$ cat config.mk
export PLATFORM = sky130hd
export DESIGN_NAME = seven_seg_scanner
export DESIGN_NICKNAME = d
export VERILOG_FILES = /design/src/rtl/seven_seg_scanner.sv
export SDC_FILE = /design/constraint.sdc
export NUM_CORES = 1
export LEC_CHECK = 0
export CELL_PAD_IN_SITES_DETAIL_PLACEMENT = 1
export CELL_PAD_IN_SITES_GLOBAL_PLACEMENT = 2
export CORE_ASPECT_RATIO = 1.1
export CORE_MARGIN = 2
export CORE_UTILIZATION = 37
export DETAILED_ROUTE_END_ITERATION = 8
export PLACE_DENSITY = 0.8
export REMOVE_ABC_BUFFERS = 1
export SLEW_MARGIN = 40
export SYNTH_ARGS = -nofsm -noshare
export SYNTH_HDL_FRONTEND = slang
export SYNTH_SLANG_ARGS = --single-unit
$ cat constraint.sdc
create_clock -name Clk -period 5.5 [get_ports Clk]
set_input_delay 1.1 -clock Clk [delete_from_list [all_inputs] [get_ports Clk]]
set_output_delay 1.1 -clock Clk [all_outputs]
set_load 0.05 [all_outputs]
$ cat src/rtl/seven_seg_scanner.sv
// rtl/seven_seg_scanner.sv - four-digit common-anode 7-segment scanner with blanking, PWM and frame snapshots
module seven_seg_scanner #(
  parameter int SCAN_DIV     = 50000,
  parameter int BLANK_CYCLES = 500
) (
  input  logic       Clk,
  input  logic       Reset,
  input  logic       Enable,
  input  logic [0:6] Digit0,
  input  logic [0:6] Digit1,
  input  logic [0:6] Digit2,
  input  logic [0:6] Digit3,
  input  logic [3:0] DpIn,
  input  logic [2:0] Brightness,
  output logic [0:6] Seg,
  output logic       Dp,
  output logic [3:0] Anode,
  output logic       FrameDone
);

  localparam int CW = $clog2(SCAN_DIV);
  localparam logic [CW-1:0] LAST_C  = CW'(SCAN_DIV - 1);
  localparam logic [CW-1:0] BLANK_C = CW'(BLANK_CYCLES);

  typedef enum logic {IDLE, SCAN} state_e;

  state_e           state_q, state_d;
  logic [1:0]       idx_q, idx_d;
  logic [CW-1:0]    c_q, c_d;
  logic [2:0]       p_q, p_d;

  logic [3:0][0:6]  dig_q, dig_d;
  logic [3:0]       dps_q, dps_d;
  logic [2:0]       br_q, br_d;

  logic [0:6]       seg_q, seg_d;
  logic             dpo_q, dpo_d;
  logic [3:0]       anode_q, anode_d;
  logic             fd_q, fd_d;

  // First cycle of a frame: the live inputs become the frame's shadow values, and
  // they are forwarded so a zero-length blanking window still shows fresh data.
  logic             snap;
  logic [3:0][0:6]  dig_eff;
  logic [3:0]       dps_eff;
  logic [2:0]       br_eff;
  logic             lit;

  assign snap    = (state_q == SCAN) && (idx_q == 2'd0) && (c_q == '0);
  assign dig_eff = snap ? {Digit3, Digit2, Digit1, Digit0} : dig_q;
  assign dps_eff = snap ? DpIn : dps_q;
  assign br_eff  = snap ? Brightness : br_q;

  // State, counters, shadow copies and registered outputs
  always_ff @(posedge Clk) begin
    if (Reset) begin
      state_q <= IDLE;
      idx_q   <= '0;
      c_q     <= '0;
      p_q     <= '0;
      dig_q   <= '0;
      dps_q   <= '0;
      br_q    <= '0;
      seg_q   <= '1;
      dpo_q   <= 1'b1;
      anode_q <= 4'hF;
      fd_q    <= 1'b0;
    end else begin
      state_q <= state_d;
      idx_q   <= idx_d;
      c_q     <= c_d;
      p_q     <= p_d;
      dig_q   <= dig_d;
      dps_q   <= dps_d;
      br_q    <= br_d;
      seg_q   <= seg_d;
      dpo_q   <= dpo_d;
      anode_q <= anode_d;
      fd_q    <= fd_d;
    end
  end

  // Next state: slot counter, digit index and PWM phase; dropping Enable zeroes everything
  always_comb begin
    state_d = state_q;
    idx_d   = idx_q;
    c_d     = c_q;
    p_d     = p_q;
    dig_d   = dig_eff;
    dps_d   = dps_eff;
    br_d    = br_eff;
    case (state_q)
      IDLE: begin
        idx_d = '0;
        c_d   = '0;
        p_d   = '0;
        if (Enable) state_d = SCAN;
      end
      SCAN: begin
        if (!Enable) begin
          state_d = IDLE;
          idx_d   = '0;
          c_d     = '0;
          p_d     = '0;
        end else if (c_q == LAST_C) begin
          c_d   = '0;
          idx_d = idx_q + 2'd1;
          p_d   = '0;
        end else begin
          c_d = c_q + CW'(1);
          p_d = (c_q < BLANK_C) ? 3'd0 : p_q + 3'd1;
        end
      end
      default: state_d = IDLE;
    endcase
  end

  // Output decode: dark while blanking or idle, PWM-gated anode during the lit part of a slot
  always_comb begin
    lit     = (state_q == SCAN) && Enable && (c_q >= BLANK_C);
    seg_d   = '1;
    dpo_d   = 1'b1;
    anode_d = 4'hF;
    fd_d    = 1'b0;
    if (lit) begin
      seg_d = ~dig_eff[idx_q];
      dpo_d = ~dps_eff[idx_q];
      if (p_q <= br_eff) anode_d = ~(4'b0001 << idx_q);
    end
    if ((state_q == SCAN) && Enable && (idx_q == 2'd3) && (c_q == LAST_C)) fd_d = 1'b1;
  end

  assign Seg       = seg_q;
  assign Dp        = dpo_q;
  assign Anode     = anode_q;
  assign FrameDone = fd_q;

endmodule

Figure 1. Placement by cell class.
Fill, decap, tap and diode cells in grey.
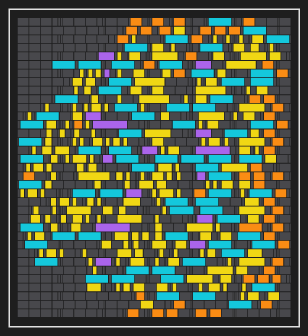
remaining buffers and delay cells -> orange  # cells 54
combinational and other logic -> yellow  # cells 201
clock drivers and dummy loads -> purple  # cells 15
sequential cells -> cyan  # cells 70
core area: 0.008277 mm2
Layout Utilization: 0.4798
post-route cell area: 0.003971 mm2
Rows: 35
sequential cell area share: 0.3532

Figure 2. Wires at chosen ports, followed through buffers.
The bar under the picture is 20 um long.
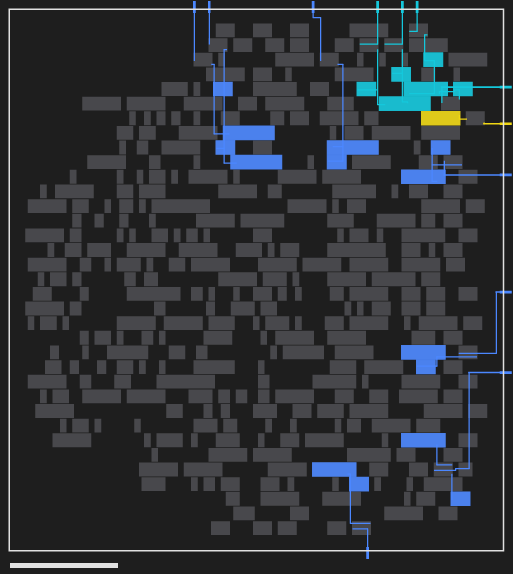
DpIn -> cyan  # bits 4, direction input, edge 3 north, 1 east, end cells 6, buffers 4, wire 89.4 um
Digit0 -> blue  # bits 7, direction input, edge 3 north, 3 east, 1 south, end cells 14, buffers 7, wire 210 um
Dp -> yellow  # bits 1, direction output, edge east, end cells 1, buffers 1, wire 5.30 um
IO Pins: 51
IO Port Bufs: 50

==> run summary <==
GRT met2 Usage: 0.2613
Clock-pin transition on the worst setup and hold timing paths: 0.08 ns
Initial core utilization: 0.3773
Gate count after technology mapping: 287
Origin of the worst setup path: Reset
Highest cell delay on the worst timing path: 0.47 ns
Final Hold Violating Endpoints: 0
Remaining antenna violation count: 0
Nets: 384
Cell Chain, Critical Path: clkdlybuf4s50_1 -> buf_4 -> nor2b_1 -> nand2_1 -> a31oi_1 -> and2_1 -> a22oi_1
First-pass GRT wire length: 11230 um
Cell class ranked first by area: multi-input combinational cells
Met3 GRT Util: 0.05556
Synth area leader: dfxtp_1
Die W: 91.60 um
Ys cells: 287
Tap cell count: 111
Cell Type Count: 35
Stages on the worst setup path: 7
Mapped Area: 0.003123 mm2
Dominant kind of combinational cell: multiplexers
Worst VDD drop: 0.1619 mV
Layout cell share with drive strength beyond 1: 0.1147
Clk Tree Root Cell: clkbuf_8
WL per Instance: 14.94 um
Simple-Gate Area Share: 0.1583
Final setup viols: 0
Startpoint Class: primary input
Met1 Track Usage GR: 0.1876
Cts repair resizes: 0
Slowest cell on crit path: and2_1
Status: completed
Hold slack final: 0.4577 ns
[report_power, final]
group	internal, mW	switching, mW
Combinational	0.0598	0.0371
Clock	0.299	0.200
Sequential	0.520	0.00621
Total	0.879	0.243
[state kept, by name, indices dropped and copies added, names as in the netlist]
name and cells:
p_q 3, Anode 4, Seg 7, idx_q 2, FrameDone 1, Dp 1, dig_q 28, c_q 16
state_q 1, br_q 3, dps_q 4
[metal layers]
layer | vias up | wire length, um
li1 | 1101 | -
met1 | 1068 | 3041
met2 | 45 | 3217
met3 | 8 | 386
met4 | 0 | 94
met5 | - | 0
[cell usage after synthesis (6+ instances only)]
cell       n
xor2_1     8
ha_1      10
nor2_1    58
dfxtp_1   70
clkbuf_1   8
mux2i_1   35
nand3_1    8
mux4_2    12
nand2_1   10
a22oi_1    6
xnor2_1    8
inv_1      8
